Fig. 1: wire density map
The die is cut into 27 by 27 equal tiles; black is low, pale yellow is high, scaled to the fullest tile. Values are wire area over tile area, all layers added.
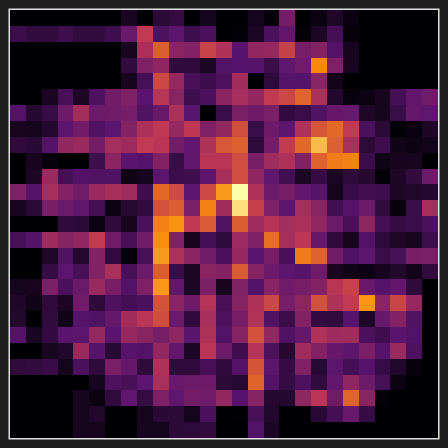
Fig. 2: the metal 1 layer
Supply wires on this layer in grey.
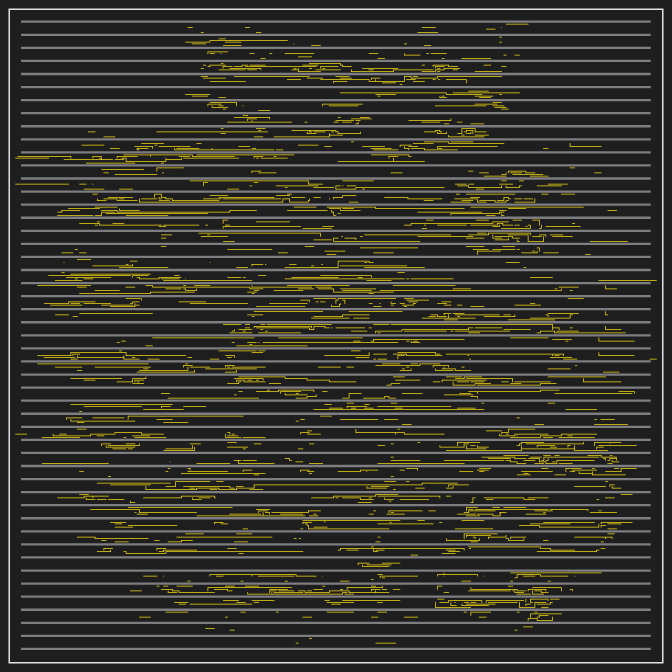
Fig. 3: metal layers overlaid
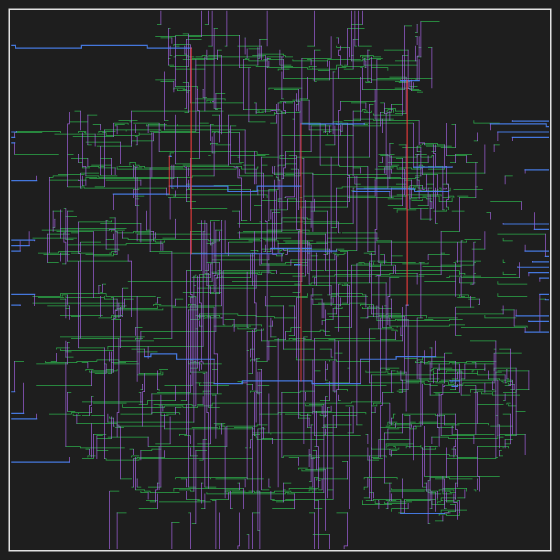
<file path="src/rtl/seg_scan_driver.sv">
// seg_scan_driver: 8-digit multiplexed seven-segment driver with double buffering,
// leading-zero blanking and an anode-off gap at the start of each digit slot.
module seg_scan_driver #(
    parameter int REFRESH_DIV = 100000,
    parameter int BLANK_CYC   = 16
) (
    input  logic        CLK100MHZ,
    input  logic        reset,
    input  logic [31:0] digits,
    input  logic [2:0]  dp_pos,
    input  logic        dp_en,
    input  logic        lz_en,
    input  logic        load,
    output logic [7:0]  an,
    output logic [6:0]  seg,
    output logic        dp,
    output logic        frame_done
);
    localparam int CW = $clog2(REFRESH_DIV);

    logic [CW-1:0] cnt;
    logic [2:0]    idx;
    logic [31:0]   act_digits, pend_digits;
    logic [2:0]    act_dp_pos, pend_dp_pos;
    logic          act_dp_en, act_lz_en, pend_dp_en, pend_lz_en, pend_v;
    logic          slot_end, boundary, blank;
    logic [3:0]    nib;
    logic [7:0]    zero_up;
    logic [6:0]    seg_code;

    function automatic logic [6:0] decode(input logic [3:0] n);
        case (n)
            4'h0:    decode = 7'b1000000;
            4'h1:    decode = 7'b1111001;
            4'h2:    decode = 7'b0100100;
            4'h3:    decode = 7'b0110000;
            4'h4:    decode = 7'b0011001;
            4'h5:    decode = 7'b0010010;
            4'h6:    decode = 7'b0000010;
            4'h7:    decode = 7'b1111000;
            4'h8:    decode = 7'b0000000;
            4'h9:    decode = 7'b0010000;
            4'hA:    decode = 7'b0111111;
            default: decode = 7'b1111111;
        endcase
    endfunction

    always_comb begin
        slot_end = cnt == CW'(REFRESH_DIV - 1);
        boundary = slot_end && idx == 3'd7;
        nib      = act_digits[{idx, 2'b00} +: 4];
        // zero_up[i]: every nibble from digit i up to digit 7 is zero
        for (int i = 0; i < 8; i++) zero_up[i] = (act_digits >> (4 * i)) == 32'd0;
        blank    = act_lz_en && idx != 3'd0 && (!act_dp_en || idx > act_dp_pos) && zero_up[idx];
        seg_code = blank ? 7'h7F : decode(nib);
    end

    always_ff @(posedge CLK100MHZ) begin
        if (reset) begin
            cnt         <= '0;
            idx         <= '0;
            an          <= 8'hFF;
            seg         <= 7'h7F;
            dp          <= 1'b1;
            frame_done  <= 1'b0;
            act_digits  <= '0;
            act_dp_pos  <= '0;
            act_dp_en   <= 1'b0;
            act_lz_en   <= 1'b0;
            pend_digits <= '0;
            pend_dp_pos <= '0;
            pend_dp_en  <= 1'b0;
            pend_lz_en  <= 1'b0;
            pend_v      <= 1'b0;
        end else begin
            cnt        <= slot_end ? '0 : cnt + 1'b1;
            idx        <= slot_end ? idx + 3'd1 : idx;
            frame_done <= boundary;
            an         <= cnt >= CW'(BLANK_CYC) ? ~(8'd1 << idx) : 8'hFF;
            seg        <= seg_code;
            dp         <= !(act_dp_en && idx == act_dp_pos);
            // A load on the boundary cycle bypasses pending and goes straight to active
            if (boundary) begin
                act_digits <= load ? digits : pend_v ? pend_digits : act_digits;
                act_dp_pos <= load ? dp_pos : pend_v ? pend_dp_pos : act_dp_pos;
                act_dp_en  <= load ? dp_en  : pend_v ? pend_dp_en  : act_dp_en;
                act_lz_en  <= load ? lz_en  : pend_v ? pend_lz_en  : act_lz_en;
                pend_v     <= 1'b0;
            end else if (load) begin
                pend_digits <= digits;
                pend_dp_pos <= dp_pos;
                pend_dp_en  <= dp_en;
                pend_lz_en  <= lz_en;
                pend_v      <= 1'b1;
            end
        end
    end
endmodule

</file>
<file path="config.mk">
export PLATFORM = sky130hd
export DESIGN_NAME = seg_scan_driver
export DESIGN_NICKNAME = d
export VERILOG_FILES = /design/src/rtl/seg_scan_driver.sv
export SDC_FILE = /design/constraint.sdc
export NUM_CORES = 1
export LEC_CHECK = 0
export CAP_MARGIN = 20
export CORE_MARGIN = 2
export CORE_UTILIZATION = 30
export CTS_CLUSTER_DIAMETER = 150
export CTS_CLUSTER_SIZE = 14
export DETAILED_ROUTE_END_ITERATION = 12
export PLACE_DENSITY_LB_ADDON = 0.08
export SYNTH_ARGS = -nofsm -noshare
export SYNTH_HDL_FRONTEND = slang
export SYNTH_SLANG_ARGS = --single-unit
export TNS_END_PERCENT = 50
</file>
<file path="constraint.sdc">
create_clock -name CLK100MHZ -period 3.1 [get_ports CLK100MHZ]
set_input_delay 0.31 -clock CLK100MHZ [delete_from_list [all_inputs] [get_ports CLK100MHZ]]
set_output_delay 0.31 -clock CLK100MHZ [all_outputs]
set_load 0.02 [all_outputs]
</file>
==> out/qor.yml <==
critPathTopFamily: "multiplexers"
ant_nets: 0
slowest_delay_ps: 590
ys_sh_adder_pct: 3.85
fin_ws_ps: 256
fp.dieW_um: 136
dp_hpwl_mm: 8.12
tool_warnings: 36
ff2ff_setup_slack_ps: 260
dp_slack_ps: 290
h-tree-depth: 3
portBuffers: 56
reg2regPathDepth: 9
nNetsFinal: 602
gp_congestion: 0.762
n_fill_cell: 1729
die_h_um: 136
critical_path_depth: 9
fp_nets: 557
layout_top_cell: "dfxtp_1"
hold_path.class: "reg -> reg"
clkSlewWorstSetupHoldPaths_ps: 70
critPathArrivalTime_ps: 3050
cts_tree: "done"
critPathLaunch: "idx[0]"
postCtsHoldBufs: 0
yosys_cells: 501
core_util_floorplan_pct: 30.4
crit_buf_inv: 3
synth_area_per_cell_um2: 10.4
die_area_um2: 18400
synth_cell_type_count: 44
maxSlewViolCount: 0
numSynthFlops: 112
crit_chain: "buf_4, mux4_1, mux2i_1, inv_1, ha_1, inv_1, mux2i_1, o21ai_0, nand3b_1"
top_logic_kind: "multiplexers"
ir_drop_uv: 256
drt_pass1_iterations: 4
crit_fanout: 10
avgViaCountPerCell: 4.60
ys_warn_count: 0
required_ps: 3310
layout_min_cycle_time_ps: 2840
num_antenna_cells: 0
reg_top3: "act_digits x32, pend_digits x32, cnt x17"
final_cell_mix: "dfxtp_1, nor2_1, mux2i_1, clkdlybuf4s50_1, mux2_2"
grt-busiest-layer: "met2"
route.met2.wl_mm: 5.29
wl_met3_um: 465
use_met3_pct: 3.89
grt_max_degree: 46
critical_path.startpoint_type: "flip-flop"
clock_sinks: 112
tightest_slew_ps: 851
post_cts_buffers: 0
synth-edff-count: 0
most_common_cell: "dfxtp_1"
crit_path_end: "seg[5]"
synth_top_area_share_pct: 43.1
r2r-end: "seg[5]"
synthArstFlopShare_pct: 0
instances_no_fill: 775
rsz0062_at_grt: "false"
grt_pass1_wl_mm: 19.3
top_area_cell: "dfxtp_1"
status: "complete, no violations"
path_class: "reg -> reg"
core-area_um2: 17100
met2_usage_pct: 21.4
area_leaders: "dfxtp_1, mux2i_1, mux2_2, nor2_1, mux4_1"
grt_overflow: 0
clk_latency_ps: 360
r2r_start: "idx[0]"
drive_above_1_share_pct: 12.9
ys_seq_share_pct: 43.1
cpMaxStageDelayCell: "dfxtp_1"
drc_errors: 0
yosys.area_share.simple_pct: 14.8
clock_skew_ps: 11.6
wl_met1_mm: 5.53
whs_path_depth: 1
area_growth_pct: 19.8
syn_inst: 501
relSlewSlack_pct: 43.2
finalSetupViolCount: 0
hold_viol_final: 0
finalSetupTns_ps: 0
finalClockPeriodUsage_pct: 91.7
cts_buffers: 9
min_to: "cnt[0]"
ys_chip_area_um2: 5200
p_leak_nw: 2.43
grt_pass1_vias: 3692
clock_path_buffers: 2
cts_resized: 0
drt_iter0_drc: 152
ff_type: "dfxtp_1"
cellPowerDensity_nw_per_um2: 471
xor_area_share_pct: 2.86
end_kind: "flip-flop"
fmax_mhz: 352
antenna_found_initial: 0
dp.cells: 760
routed.top_layer: "met4"
cts-root-buf: "clkbuf_16"
ios: 57
syn_area_um2: 5200
holdWs_ps: 486
Back to the opening pictures, Fig. 1:
nearly empty tiles = 20%
mean over tiles = 0.097
densest ninth of the die = middle
Total GRT Usage: 13.6%
Avg WL per Cell: 14.8 µm
via count: 3,566
WL final: 11.5 mm

Back to the opening pictures, Fig. 2:
main direction = horizontal
wire length on this layer = 5,530 µm
met1 GRT Util: 17.9%

Back to the opening pictures, Fig. 3:
green -> met1  # wire length 5,530 µm
purple -> met2  # wire length 5,290 µm
red -> met4  # wire length 182 µm
blue -> met3  # wire length 466 µm

final cells by class:
type,count,area [µm²],area share (%)
repair buffers,63,616,9.87
clock buffers,12,236,3.79
multi-input cells,347,2740,44.0
flip-flops and latches,112,2240,36.0
clock inverters,3,67.6,1.08
inverters,13,48.8,0.783
well taps,225,282,4.52
per-stage QoR:
stage | cell area [µm²] | power [mW]
5_1_grt | 6230 | 3.07
4_1_cts | 6230 | 3.00
3_3_place_gp | 5930 | 1.75
2_1_floorplan | 5200 | 1.66
6_report | 6230 | 2.94
3_5_place_dp | 5930 | 1.76
report_power, final:
| group | leakage, nW | switching (mW) | internal (mW) |
|---|---|---|---|
| Combinational | 1.37 | 0.101 | 0.124 |
| Sequential | 0.913 | 0.0176 | 1.47 |
| Clock | 0.143 | 0.514 | 0.705 |
| Total | 2.43 | 0.633 | 2.30 |
Power and IR drop assume default switching activity.
